--- src/rtl/footswitch_events_if.sv ---
// rtl/footswitch_events_if.sv - footswitch pin inputs and press-event outputs
// Signals:
//   btn_pin_1     [NUM_BTNS] NO contact per channel, low = closed
//   btn_pin_2     [NUM_BTNS] NC contact per channel, low = closed
//   midi_in_state [2]        MIDI receiver state, 1 = message captured
//   evt_valid                one-cycle event strobe
//   evt_index     [IDX_W]    1-based channel of the event, 0 when idle
//   evt_long                 event is a long press
//   save_mode                MIDI capture flag qualified by evt_valid
// Modports: master = board/controller side, slave = footswitch_events.
interface footswitch_events_if #(
  parameter int NUM_BTNS = 4,
  parameter int IDX_W    = 3
);
  logic [NUM_BTNS-1:0] btn_pin_1;
  logic [NUM_BTNS-1:0] btn_pin_2;
  logic [1:0]          midi_in_state;
  logic                evt_valid;
  logic [IDX_W-1:0]    evt_index;
  logic                evt_long;
  logic                save_mode;

  modport master (
    output btn_pin_1, btn_pin_2, midi_in_state,
    input  evt_valid, evt_index, evt_long, save_mode
  );

  modport slave (
    input  btn_pin_1, btn_pin_2, midi_in_state,
    output evt_valid, evt_index, evt_long, save_mode
  );
endinterface

--- src/rtl/footswitch_events.sv ---
// rtl/footswitch_events.sv - N-channel SPDT footswitch debounce and event serialiser
// Ports:
//   clk  single clock
//   rst  asynchronous active-high reset
//   bus  footswitch_events_if.slave: pins and MIDI state in, press events out
// Build option: define LONG_PRESS_EN to add long-press detection; without it
// evt_long is tied low and no hold counter or owner register exist.
module footswitch_events #(
  parameter int NUM_BTNS        = 4,
  parameter int IDX_W           = 3,
  parameter int DEBOUNCE_CYCLES = 2048,
  parameter int LONG_CYCLES     = 500000
) (
  input  logic               clk,
  input  logic               rst,
  footswitch_events_if.slave bus
);

  localparam int               CNT_W    = $clog2(DEBOUNCE_CYCLES);
  localparam logic [CNT_W-1:0] CNT_LAST = CNT_W'(DEBOUNCE_CYCLES - 1);

  // Two-flop synchronisers on every contact.
  logic [NUM_BTNS-1:0] pin1_meta;
  logic [NUM_BTNS-1:0] pin1_sync;
  logic [NUM_BTNS-1:0] pin2_meta;
  logic [NUM_BTNS-1:0] pin2_sync;

  always_ff @(posedge clk or posedge rst) begin
    if (rst) begin
      pin1_meta <= '0;
      pin1_sync <= '0;
      pin2_meta <= '0;
      pin2_sync <= '0;
    end else begin
      pin1_meta <= bus.btn_pin_1;
      pin1_sync <= pin1_meta;
      pin2_meta <= bus.btn_pin_2;
      pin2_sync <= pin2_meta;
    end
  end

  logic [NUM_BTNS-1:0] pressed;
  logic [NUM_BTNS-1:0] pressed_q;
  logic [NUM_BTNS-1:0] rise;
  logic [NUM_BTNS-1:0] pending;

  // Break-before-make debounce: only the full opposite pattern counts toward
  // a flip; 00 and 11 (mid-throw or both contacts bridged) hold the state
  // but restart the count.
  for (genvar k = 0; k < NUM_BTNS; k++) begin : g_chan
    logic [CNT_W-1:0] cnt;
    logic             pressed_r;
    logic             press_pat;
    logic             release_pat;
    logic             toward;

    assign press_pat   = ~pin1_sync[k] &  pin2_sync[k];
    assign release_pat =  pin1_sync[k] & ~pin2_sync[k];
    assign toward      = pressed_r ? release_pat : press_pat;

    always_ff @(posedge clk or posedge rst) begin
      if (rst) begin
        cnt       <= '0;
        pressed_r <= 1'b0;
      end else if (toward) begin
        if (cnt == CNT_LAST) begin
          pressed_r <= ~pressed_r;
          cnt       <= '0;
        end else begin
          cnt <= cnt + CNT_W'(1);
        end
      end else begin
        cnt <= '0;
      end
    end

    assign pressed[k] = pressed_r;
  end

  assign rise = pressed & ~pressed_q;

  // Lowest pending channel wins; the rest wait for later cycles.
  logic                grant_any;
  logic [IDX_W-1:0]    grant_idx;
  logic [NUM_BTNS-1:0] grant_mask;

  always_comb begin
    grant_any  = |pending;
    grant_idx  = '0;
    grant_mask = '0;
    for (int i = NUM_BTNS - 1; i >= 0; i--) begin
      if (pending[i]) begin
        grant_idx  = IDX_W'(i + 1);
        grant_mask = NUM_BTNS'(1) << i;
      end
    end
  end

  // A rise on a bit that is still pending simply merges into it; a rise on
  // the bit being granted this cycle re-arms it as a fresh event.
  always_ff @(posedge clk or posedge rst) begin
    if (rst) begin
      pressed_q <= '0;
      pending   <= '0;
    end else begin
      pressed_q <= pressed;
      pending   <= (pending & ~grant_mask) | rise;
    end
  end

  logic midi_hit;
  assign midi_hit = (bus.midi_in_state == 2'd1);

  logic             long_fire;
  logic [IDX_W-1:0] long_idx;

`ifdef LONG_PRESS_EN
  localparam int                HOLD_W    = $clog2(LONG_CYCLES);
  localparam logic [HOLD_W-1:0] HOLD_LAST = HOLD_W'(LONG_CYCLES - 1);

  logic [IDX_W-1:0]  owner;
  logic [HOLD_W-1:0] hold;
  logic              owner_pressed;
  logic              long_req;
  logic              evt_long_r;

  always_comb begin
    owner_pressed = 1'b0;
    for (int i = 0; i < NUM_BTNS; i++) begin
      if (owner == IDX_W'(i + 1)) begin
        owner_pressed = pressed[i];
      end
    end
  end

  assign long_req  = (owner != '0) && owner_pressed && (hold == HOLD_LAST);
  assign long_fire = long_req && !grant_any;
  assign long_idx  = owner;

  // A short event from the owner itself while its long event is due leaves
  // the counter parked so the long event goes out next cycle; any other
  // short event takes ownership and restarts the count.
  always_ff @(posedge clk or posedge rst) begin
    if (rst) begin
      owner <= '0;
      hold  <= '0;
    end else if (grant_any) begin
      if (!(long_req && grant_idx == owner)) begin
        owner <= grant_idx;
        hold  <= '0;
      end
    end else if (long_req) begin
      owner <= '0;
      hold  <= '0;
    end else if (owner != '0) begin
      if (!owner_pressed) begin
        owner <= '0;
        hold  <= '0;
      end else begin
        hold <= hold + HOLD_W'(1);
      end
    end
  end

  always_ff @(posedge clk or posedge rst) begin
    if (rst) begin
      evt_long_r <= 1'b0;
    end else begin
      evt_long_r <= long_fire;
    end
  end

  assign bus.evt_long = evt_long_r;
`else
  assign long_fire    = 1'b0;
  assign long_idx     = '0;
  assign bus.evt_long = 1'b0;
`endif

  logic             evt_valid_r;
  logic [IDX_W-1:0] evt_index_r;
  logic             save_mode_r;

  always_ff @(posedge clk or posedge rst) begin
    if (rst) begin
      evt_valid_r <= 1'b0;
      evt_index_r <= '0;
      save_mode_r <= 1'b0;
    end else begin
      evt_valid_r <= 1'b0;
      evt_index_r <= '0;
      save_mode_r <= 1'b0;
      if (grant_any) begin
        evt_valid_r <= 1'b1;
        evt_index_r <= grant_idx;
        save_mode_r <= midi_hit;
      end else if (long_fire) begin
        evt_valid_r <= 1'b1;
        evt_index_r <= long_idx;
        save_mode_r <= midi_hit;
      end
    end
  end

  assign bus.evt_valid = evt_valid_r;
  assign bus.evt_index = evt_index_r;
  assign bus.save_mode = save_mode_r;

endmodule

--- src/flat_wrapper.sv ---
// flat-port wrapper written by rule: the top's interface ports become plain ports
module footswitch_events_flat 
#(
  parameter int NUM_BTNS        = 4,
  parameter int IDX_W           = 3,
  parameter int DEBOUNCE_CYCLES = 2048,
  parameter int LONG_CYCLES     = 500000
)
  (clk, rst, bus_btn_pin_1, bus_btn_pin_2, bus_midi_in_state, bus_evt_valid, bus_evt_index, bus_evt_long, bus_save_mode);
  footswitch_events_if #(.NUM_BTNS(NUM_BTNS), .IDX_W(IDX_W)) bus_i ();
  input  logic clk;
  input  logic rst;
  input wire logic [$bits(bus_i.btn_pin_1)-1:0] bus_btn_pin_1;
  input wire logic [$bits(bus_i.btn_pin_2)-1:0] bus_btn_pin_2;
  input wire logic [$bits(bus_i.midi_in_state)-1:0] bus_midi_in_state;
  output wire logic [$bits(bus_i.evt_valid)-1:0] bus_evt_valid;
  output wire logic [$bits(bus_i.evt_index)-1:0] bus_evt_index;
  output wire logic [$bits(bus_i.evt_long)-1:0] bus_evt_long;
  output wire logic [$bits(bus_i.save_mode)-1:0] bus_save_mode;
  assign bus_i.btn_pin_1 = bus_btn_pin_1;
  assign bus_i.btn_pin_2 = bus_btn_pin_2;
  assign bus_i.midi_in_state = bus_midi_in_state;
  assign bus_evt_valid = bus_i.evt_valid;
  assign bus_evt_index = bus_i.evt_index;
  assign bus_evt_long = bus_i.evt_long;
  assign bus_save_mode = bus_i.save_mode;
  footswitch_events #(.NUM_BTNS(NUM_BTNS), .IDX_W(IDX_W), .DEBOUNCE_CYCLES(DEBOUNCE_CYCLES), .LONG_CYCLES(LONG_CYCLES)) u_core (.clk(clk), .rst(rst), .bus(bus_i));
endmodule
--- config.mk ---
export PLATFORM = sky130hd
export DESIGN_NAME = footswitch_events_flat
export DESIGN_NICKNAME = d
export VERILOG_FILES = /design/src/rtl/footswitch_events_if.sv /design/src/rtl/footswitch_events.sv /design/src/flat_wrapper.sv
export SDC_FILE = /design/constraint.sdc
export NUM_CORES = 1
export LEC_CHECK = 0
export CAP_MARGIN = 15
export CELL_PAD_IN_SITES_DETAIL_PLACEMENT = 1
export CELL_PAD_IN_SITES_GLOBAL_PLACEMENT = 1
export CORE_ASPECT_RATIO = 2
export CORE_MARGIN = 2
export CORE_UTILIZATION = 30
export CTS_CLUSTER_SIZE = 12
export DETAILED_ROUTE_END_ITERATION = 8
export GPL_TIMING_DRIVEN = 0
export PLACE_DENSITY_LB_ADDON = 0.05
export SLEW_MARGIN = 20
export SYNTH_ARGS = -nofsm -noshare
export SYNTH_HDL_FRONTEND = slang
export SYNTH_SLANG_ARGS = --single-unit
--- constraint.sdc ---
create_clock -name clk -period 2.9 [get_ports clk]
set_clock_uncertainty 0.05 [all_clocks]
set_input_delay 0.58 -clock clk [delete_from_list [all_inputs] [get_ports clk]]
set_output_delay 0.58 -clock clk [all_outputs]
set_load 0.02 [all_outputs]
Fig. 1: run 1, clock routing
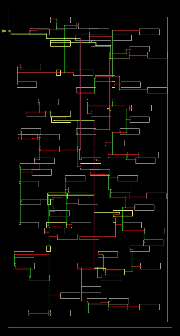
clkbuf count: 13
Clock Latency Late Sink: 340 ps
clk pwr: 1.01 mW
number of clock buffers inserted by TritonCTS: 9
Seq Cell Count: 77

Fig. 2: run 1, met3 routing
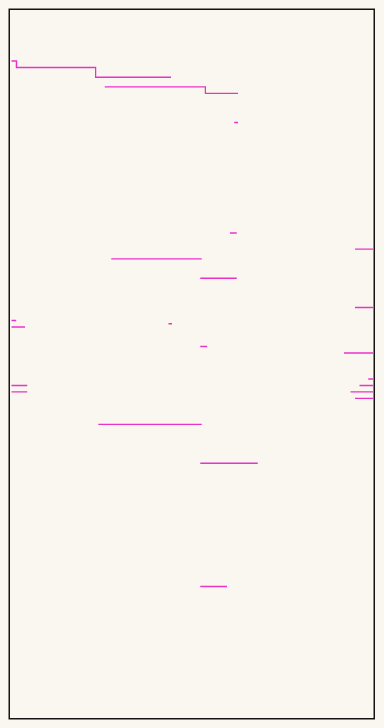
nets with wire on the layer: 13
longest straight run: 21.4 um
main direction: horizontal
share of all routed wire: 3.0%
wire length on this layer: 166 um

Fig. 3: run 1, metal layers overlaid
Scale bar: 20 um. Two of the layers only.
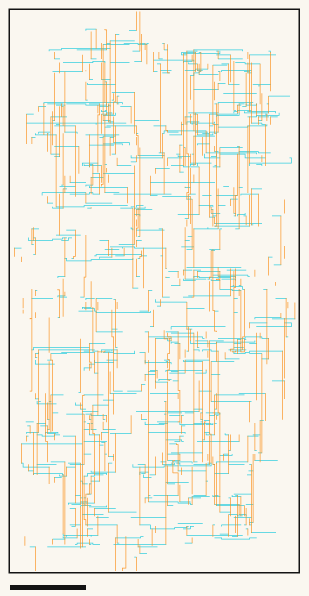
| colour | layer | wire length |
|---|---|---|
| cyan | met1 | 2300 um |
| orange | met2 | 2980 um |

[run 1: layout make-up]
type	instances	area (um^2)	share of cell area (%)
clock inverter	2	10.0	0.267
timing repair buffer	17	188	5.01
multi-input combinational	178	1150	30.6
tap	135	169	4.51
sequential	77	1930	51.4
buffer	2	15.0	0.401
clock buffer	13	250	6.68
inverter	10	40.0	1.07
[run 1: per-stage QoR]
stage | cells | TNS, ps | worst slack (ps) | area (um^2)
detailed placement | 419 | 0 | 1210 | 3490
floorplan | 267 | 0 | 303 | 3130
global route | 434 | 0 | 948 | 3750
global placement | 418 | -82770 | -1080 | 3460
CTS | 434 | 0 | 976 | 3750
finish | 434 | 0 | 1010 | 3750
[run 1: power by group through the flow]
stage	sequential [mW]	clock (mW)	combinational, mW
floorplan	1.12	0	0.0407
global placement	1.12	0	0.0682
detailed placement	1.12	0	0.0752
CTS	1.10	1.06	0.0752
global route	1.10	1.11	0.0821
finish	1.10	1.01	0.0706
[run 1: per-layer routing]
| layer | part of all wire [%] | GRT usage (%) |
|---|---|---|
| met5 | 0 | 0 |
| met4 | 2.7 | 7.27 |
| met3 | 2.9 | 3.34 |
| met2 | 53 | 20.2 |
| met1 | 41 | 12.4 |
[run 1: kinds of logic after synthesis]
logic type               after synthesis  share of synthesized area (%)
adder cells (fa/ha/maj)                4                           1.60
flip-flops                            77                           61.6
AND-OR/OR-AND                         23                           4.36
AND/OR/NAND/NOR                      115                           20.8
buffers and inverters                 12                           1.68
XOR/XNOR                              35                           9.80
other                                  1                          0.120
[run 1: path summary, 6_finish.rpt]
kind                                          from                 endpoint  depth (start not counted)
min in group asynchronous                      rst      u_core.pin1_meta[3]                          2
hold reg to reg                u_core.pin1_meta[2]      u_core.pin1_sync[2]                          0
setup / recovery           u_core.bus.evt_index[2]         bus_evt_index[2]                          1
setup reg to reg           u_core.g_chan[1].cnt[0]  u_core.g_chan[1].cnt[9]                          5
hold / removal                 u_core.pin1_meta[2]      u_core.pin1_sync[2]                          0
max in group asynchronous                      rst  u_core.g_chan[1].cnt[3]                          3
[run 1: state kept, by name (all words and copies together), names as in the netlist, 3 cells and up]
signal	flops
u_core.g_chan.pressed_r	4
u_core.pin2_meta	4
u_core.pin2_sync	4
u_core.pin1_meta	4
u_core.pressed_q	4
u_core.pending	4
u_core.pin1_sync	4
u_core.g_chan.cnt	44
u_core.bus.evt_index	3
==> flow_summary.json, run 1 <==
{
  "core_area_um2": 10100,
  "clk_pin_slew_ps": 60,
  "power_frac_clock_pct": 46.4,
  "vdd_drop_max_mv": 0.292,
  "routedWlPerCell_um": 12.9,
  "synth-warning-count": 0,
  "filler_cell_count": 1131,
  "synth-edff-count": 0,
  "warnings": 26,
  "cts.hold.buffers_added": 0,
  "synth.most_common_cell": "sky130_fd_sc_hd__dfrtp_1",
  "final_core_utilization_pct": 36.9,
  "yosysChipArea_um2": 3130,
  "synthDominantCellAreaShare_pct": 61.6,
  "startpoint_type": "register",
  "fp-row-count": 52,
  "comb_power_share_pct": 3.2,
  "clock-root-buffer": "sky130_fd_sc_hd__clkbuf_16",
  "run_status": "completed",
  "io-pin-count": 18,
  "buffer_count_from_post_cts_setup_fixing": 0,
  "grt_max_degree": 56,
  "reg_to_reg_slack_setup_ps": 1250,
  "fp.dieH_um": 148,
  "timing_max_transition_violations_final": 0,
  "sw_frac_of_total_pct": 21.4,
  "final.period_utilization_pct": 65.3,
  "route.final.wire_length_um": 5600,
  "n_antenna_cell": 0,
  "dp.final_hpwl_um": 3860,
  "cp_top_family": "buffers and inverters",
  "cts_tree": "yes",
  "crit_chain": "clkdlybuf4s50_1",
  "maximum_root_to_sink_buffer_count": 2,
  "power_mw": 2.19,
  "critical_path_arrival_ps": 1260,
  "crit_required_ps": 2270,
  "holdWs_ps": 292,
  "layout_top_cell": "sky130_fd_sc_hd__dfrtp_1",
  "final_nets": 311,
  "postSynthSeqShare_pct": 61.6,
  "number_of_global_route_vias_before_repair": 2133,
  "yosysUniqueCellTypes": 36,
  "synth_stat.cells": 267,
  "drt_iter0_markers": 88,
  "number_of_port_buffers": 16,
  "ys_seq_elements": 77,
  "static-leakage-power_nw": 1.64,
  "syn_area_um2": 3130,
  "synth_cells": 267,
  "fmax_ghz": 0.528,
  "ys_top_cells_by_count": "sky130_fd_sc_hd__dfrtp_1 (77), sky130_fd_sc_hd__nor2_1 (45), sky130_fd_sc_hd__xnor2_1 (20)",
  "syn_nets": 283,
  "grt_setup_unrepaired": "no",
  "worst_setup_path_end_kind": "output pin",
  "fraction_of_layout_instances_using_a_drive_strength_above_1_pct": 9.03,
  "worst-path-max-fanout": 1,
  "min_period_ps": 1890,
  "setup-violations-final": 0,
  "detail_route.first_pass.iterations": 4,
  "postSynthAreaPerCell_um2": 11.7,
  "grt_overflow": 0,
  "route.detailed.drc": 0,
  "internal_power_mw": 1.72,
  "vias": 1967,
  "criticalPathCategory": "register to output pin",
  "power_density_nw_per_um2": 583,
  "die.size.x_um": 76.2,
  "clkSinkCount": 77,
  "top_area_cell": "sky130_fd_sc_hd__dfrtp_1",
  "asyncSetResetFlopFracSynth_pct": 100,
  "floorplan_utilization_pct": 30.8,
  "final_hold_viol_count": 0,
  "route.antenna.remaining_nets": 0,
  "p_switching_uw": 469,
  "syn2layout_area_growth_pct": 19.8,
  "critPathBufInv": 1,
  "cts_h_tree_depth": 3,
  "seq_power_share_pct": 50.3,
  "slowest_delay_ps": 600,
  "gp_congestion": 0.662,
  "yosys_most_used_dff": "sky130_fd_sc_hd__dfrtp_1",
  "groute.usage.overall_pct": 11.7,
  "grt_antenna_before_repair": 0,
  "chip_area_um2": 11300
}
Fig. 4: run 1, metal 2
Scale bar: 20 um.
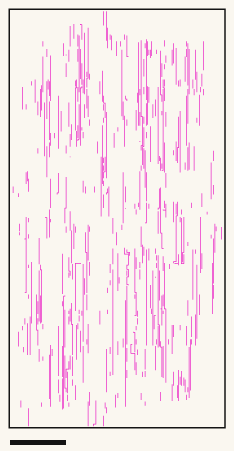

==> inputs of run 2 (changes only) <==
==> constraint.sdc (replaced) <==
create_clock -name clk -period 1.65 [get_ports clk]
set_clock_uncertainty 0.05 [all_clocks]
set_input_delay 0.33 -clock clk [delete_from_list [all_inputs] [get_ports clk]]
set_output_delay 0.33 -clock clk [all_outputs]
set_load 0.02 [all_outputs]
Fig. 5: run 2, metal 2
Scale bar: 20 um.
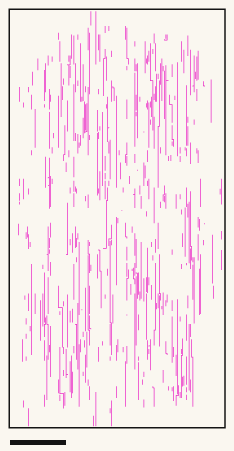
share of all routed wire: 54%
longest straight run: 33.7 um
final WL: 5660 um
fraction of met2 tracks used by global routing: 20.4%
count of vias placed by the detailed router: 1975

==> run 2 against run 1 <==
Synthesized cell count is the same. Largest power group is now clock. Flip-flop count is the same. Register-to-register slack lost 1100 ps. Largest cell class unchanged.
==> flow_summary.json, run 2 <==
{
  "slowest_delay_ps": 370,
  "power_mw": 4.19,
  "syn_area_um2": 3130,
  "final_nets": 312,
  "min_period_ps": 1520,
  "number_of_port_buffers": 16,
  "top_register": "u_core.g_chan.cnt",
  "warnings": 26,
  "detail_route.first_pass.iterations": 2,
  "gp_congestion": 0.676,
  "yosysChipArea_um2": 3130,
  "ff_latch_area_um2": 1930,
  "top_area_cell": "sky130_fd_sc_hd__dfrtp_1",
  "final.period_utilization_pct": 92.0,
  "dp_cells": 420,
  "startpoint_type": "register",
  "setup-violations-final": 0,
  "power_frac_clock_pct": 50.8,
  "largest_register_ff_count": 44,
  "internal_power_mw": 3.38,
  "p_switching_uw": 818,
  "numCtsBuffers": 9,
  "filler_cell_count": 1147,
  "layout_top_cell": "sky130_fd_sc_hd__dfrtp_1",
  "cts_h_tree_depth": 3,
  "static-leakage-power_nw": 1.75,
  "synth.most_common_cell": "sky130_fd_sc_hd__dfrtp_1",
  "clock.latency.late_pin_ps": 330,
  "run_status": "completed",
  "crit_chain": "ha_1, nand3_1, nor4_2, or2_1, buf_4, nor2_1",
  "clock-root-buffer": "sky130_fd_sc_hd__clkbuf_16",
  "worst_setup_path_end_kind": "register",
  "stdcell_count": 436,
  "holdWs_ps": 296,
  "synth-warning-count": 0,
  "seq_power_share_pct": 46.1
}
Fig. 6: run 2, metal layers overlaid
Scale bar: 20 um. Two of the layers only.
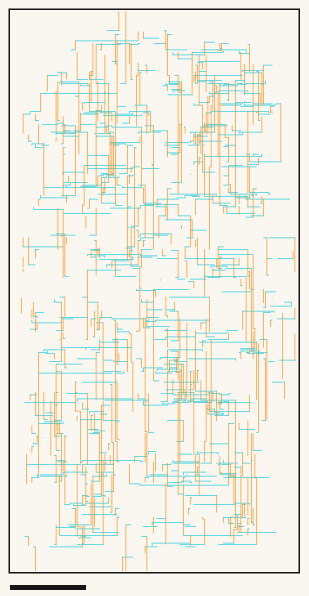
| colour | layer | wire length |
|---|---|---|
| cyan | met1 | 2340 um |
| orange | met2 | 3050 um |
average routed wire per standard cell: 13.0 um
aggregate global-route resource usage: 11.5%

-- run 2: kinds of logic after synthesis --
kind of cell | after synthesis | synth area share, %
adder cells (fa/ha/maj) | 4 | 1.60
flip-flops | 77 | 61.6
AND-OR/OR-AND | 23 | 4.36
other | 1 | 0.120
buffers and inverters | 12 | 1.68
XOR/XNOR | 35 | 9.80
AND/OR/NAND/NOR | 115 | 20.8
-- run 2: repair_timing --
| item | CTS | global route |
|---|---|---|
| pin swaps | 1 | 1 |
| setup endpoints to repair | 17 | 14 |
| gates cloned | 0 | 0 |
| gates resized | 3 | 4 |
-- run 2: cell type report --
| cell class | instances | area share, % |
|---|---|---|
| inverter | 10 | 1.07 |
| tap | 135 | 4.39 |
| timing repair buffer | 18 | 5.43 |
| clock inverter | 4 | 1.82 |
| sequential | 77 | 50.1 |
| multi-input combinational | 178 | 30.1 |
| clock buffer | 12 | 6.67 |
| buffer | 2 | 0.390 |
-- run 2: worst register-to-register path, stage by stage (launching register included) --
cell	delay [ps]
sky130_fd_sc_hd__dfrtp_1	370
sky130_fd_sc_hd__ha_1	290
sky130_fd_sc_hd__nand3_1	150
sky130_fd_sc_hd__nor4_2	200
sky130_fd_sc_hd__or2_1	140
sky130_fd_sc_hd__buf_4	140
sky130_fd_sc_hd__nor2_1	50
-- run 2: power by group through the flow --
stage,clock [mW],combinational [mW],sequential [mW]
global route,2.29,0.151,1.94
detailed placement,0,0.136,1.97
CTS,2.21,0.139,1.93
finish,2.13,0.130,1.93
global placement,0,0.121,1.97
floorplan,0,0.0721,1.96
-- run 2: stage by stage --
step                TNS (ps)  util [%]  setup WS, ps  instance area (um^2)
floorplan                  0         -           182                  3130
global placement      -43960      34.1          -576                  3460
detailed placement      -574      34.5         -63.7                  3500
CTS                        0      37.8          3.13                  3840
global route               0      37.9          7.41                  3850
finish                     0      37.9           132                  3850
-- run 2: metal layers --
metal / global-route usage, % / up-vias / share of wire, %
met5: 0 / - / 0
met4: 6.00 / 0 / 2.4
met3: 2.97 / 8 / 2.5
met2: 20.4 / 20 / 54
met1: 12.5 / 997 / 41
li1: - / 950 / -
-- run 2: final timing paths --
check,startpoint,slack (ps),endpoint,cells after the start
min in group asynchronous,rst,350,u_core.pin1_meta[3],2
min reg2reg,u_core.pin1_meta[1],300,u_core.pin1_sync[1],0
min,u_core.pin1_meta[1],300,u_core.pin1_sync[1],0
max in group asynchronous,rst,470,u_core.pin2_sync[2],4
max,u_core.g_chan[2].cnt[0],130,u_core.g_chan[2].cnt[4],6
max reg2reg,u_core.g_chan[2].cnt[0],130,u_core.g_chan[2].cnt[4],6
Fig. 7: run 2, clock routing
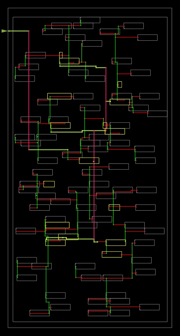

==> inputs of run 3 (changes only) <==
--- a/config.mk
+++ b/config.mk
@@ -13,8 +13,10 @@
 export CORE_UTILIZATION = 30
 export CTS_CLUSTER_SIZE = 12
 export DETAILED_ROUTE_END_ITERATION = 8
+export DONT_BUFFER_PORTS = 1
 export GPL_TIMING_DRIVEN = 0
 export PLACE_DENSITY_LB_ADDON = 0.05
+export SKIP_LAST_GASP = 1
 export SLEW_MARGIN = 20
 export SYNTH_ARGS = -nofsm -noshare
 export SYNTH_HDL_FRONTEND = slang
==> constraint.sdc (replaced) <==
create_clock -name clk -period 1.65 [get_ports clk]
set_clock_uncertainty 0.05 [all_clocks]
set_input_delay 0.33 -clock clk [delete_from_list [all_inputs] [get_ports clk]]
set_output_delay 0.33 -clock clk [all_outputs]
set_load 0.005 [all_outputs]
Fig. 8: run 3, clock routing
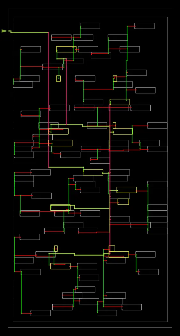
clk pwr: 1.94 mW
Clock Latency Late Sink: 330 ps
Clock Sinks: 77
clkbuf count: 12

Fig. 9: run 3, floorplan with the power grid
Scale bar: 20 um. Pins as bars on the die edge.
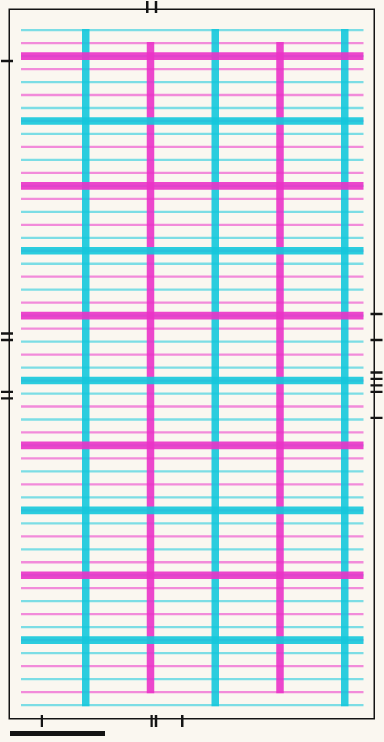
| colour | net |
|---|---|
| cyan | VSS |
| magenta | VDD |
met5 straps: 10
met1 rails: 53
met4 straps: 5
rows: 52
die height: 148 um
IR Drop Worst-Case VDD: 0.576 mV
core area: 10100 um^2

==> run 3 against run 2 <==
Hold slack worse by 180 ps. Sequential share of layout area up 1.4 points. Via count down 1.1%. Critical endpoint is now u_core.g_chan[3].cnt[9]. Largest cell class unchanged.
==> flow_summary.json, run 3 <==
{
  "run_status": "completed",
  "synth-warning-count": 0,
  "route.detailed.drc": 0,
  "grt_setup_unrepaired": "no",
  "slowest_delay_ps": 410,
  "pre_cts_ws_ps": -52.5,
  "yosys_most_used_dff": "sky130_fd_sc_hd__dfrtp_1",
  "timing_max_transition_violations_final": 0,
  "syn_nets": 283,
  "chip_area_um2": 11300,
  "die.size.x_um": 76.2,
  "number_of_global_route_vias_before_repair": 2194,
  "route.final.wire_length_um": 5630,
  "critical_path_arrival_ps": 1650,
  "synth.most_common_cell": "sky130_fd_sc_hd__dfrtp_1",
  "logic_family": "simple AND/OR/NAND/NOR gates",
  "cts_h_tree_depth": 3,
  "asyncSetResetFlopFracSynth_pct": 100,
  "regToRegEndpoint": "u_core.g_chan[3].cnt[9]",
  "reg_to_reg_slack_setup_ps": 170,
  "layout_top_cell": "sky130_fd_sc_hd__dfrtp_1",
  "fp-row-count": 52,
  "finalWorstSetupSlack_ps": 166,
  "power_density_nw_per_um2": 1070,
  "startpoint_type": "register",
  "groute.usage.overall_pct": 11.8,
  "syn_area_um2": 3130,
  "numCtsBuffers": 9,
  "final_nets": 305,
  "final.period_utilization_pct": 90.0,
  "fmax_ghz": 0.674,
  "syn2layout_area_growth_pct": 19.8,
  "worst_hold_startpoint": "bus_midi_in_state[0]",
  "io-pin-count": 18,
  "buffer_count_from_post_cts_setup_fixing": 0,
  "yosysUniqueCellTypes": 36,
  "route.antenna.remaining_nets": 0,
  "detail_route.first_pass.iterations": 4,
  "dp.final_hpwl_um": 3940,
  "routedWlPerCell_um": 13.1,
  "rr_worst_depth": 4,
  "floorplan_utilization_pct": 30.8,
  "warnings": 27,
  "post_synth_ao_oa_area_fraction_pct": 4.36,
  "vias": 1953,
  "clk_pin_slew_ps": 60,
  "drt_iter0_markers": 44,
  "postSynthSeqShare_pct": 61.6,
  "synthMuxAreaShare_pct": 0,
  "synth.cellmix.adderShare_pct": 1.60,
  "clock-root-buffer": "sky130_fd_sc_hd__clkbuf_16",
  "top_register": "u_core.g_chan.cnt"
}
[run 3: worst min path at each step]
stage / to / depth (start not counted)
3_5_place_dp: u_core.pin2_meta[3] / 1
5_1_grt: u_core.bus.save_mode / 1
6_report: u_core.bus.save_mode / 1
4_1_cts: u_core.bus.save_mode / 1
2_1_floorplan: u_core.pin1_sync[0] / 0
3_3_place_gp: u_core.pin1_sync[0] / 0
[run 3: per-layer routing]
layer | routed length (um) | up-vias | track usage [%]
met4 | 162 | 0 | 6.82
met5 | 0 | - | 0
met3 | 164 | 11 | 3.52
li1 | - | 936 | -
met1 | 2270 | 983 | 12.3
met2 | 3040 | 23 | 21.0
[run 3: timing repair]
item | in CTS | in global routing
hold buffers | 9 | 0
endpoints found under the setup margin | 16 | 24
pin swaps | 1 | 2
resized | 2 | 1
endpoints found under the hold margin | 34 | 0
[run 3: report_power, final]
part           switching [mW]  leakage, nW  internal [mW]
clock network           0.738        0.143           1.21
registers              0.0154         1.03           1.92
logic                  0.0719        0.453         0.0499
total                   0.825         1.63           3.18
[run 3: cell type report]
type                            count  area (um^2)
Fill cell                        1144         6400
Sequential cell                    77         1930
Multi-Input combinational cell    178         1160
Clock buffer                       12          246
Tap cell                          135          169
Timing Repair Buffer               11          138
Clock inverter                      4         47.5
Inverter                           10         41.3
Buffer                              2         15.0
[run 3: metrics by stage]
step | cell area (um^2) | power [mW] | util (%) | cells | TNS (ps)
after global routing | 3750 | 4.19 | 36.9 | 429 | 0
final | 3750 | 4.00 | 36.9 | 429 | 0
after detailed placement | 3350 | 2.08 | 33.0 | 404 | -470
after CTS | 3740 | 4.10 | 36.9 | 429 | -5.12
after floorplan | 3130 | 2.03 | - | 267 | 0
after global placement | 3300 | 2.06 | 32.5 | 402 | -9160
[run 3: cell families (layout without fill, tap and decap cells)]
logic type	Yosys count	count (layout)
AND/OR/NAND/NOR	115	115
flip-flops	77	77
XOR/XNOR	35	35
AND-OR/OR-AND	23	23
other	1	1
buffers and inverters	12	39
adder cells (fa/ha/maj)	4	4
[run 3: critical path, delay by kind of cell, from the launching register on]
| kind | cells | cell delay (ps) |
|---|---|---|
| flops | 1 | 410 |
| simple gates | 3 | 660 |
| compound gates | 1 | 240 |
Power and IR drop assume default switching activity.
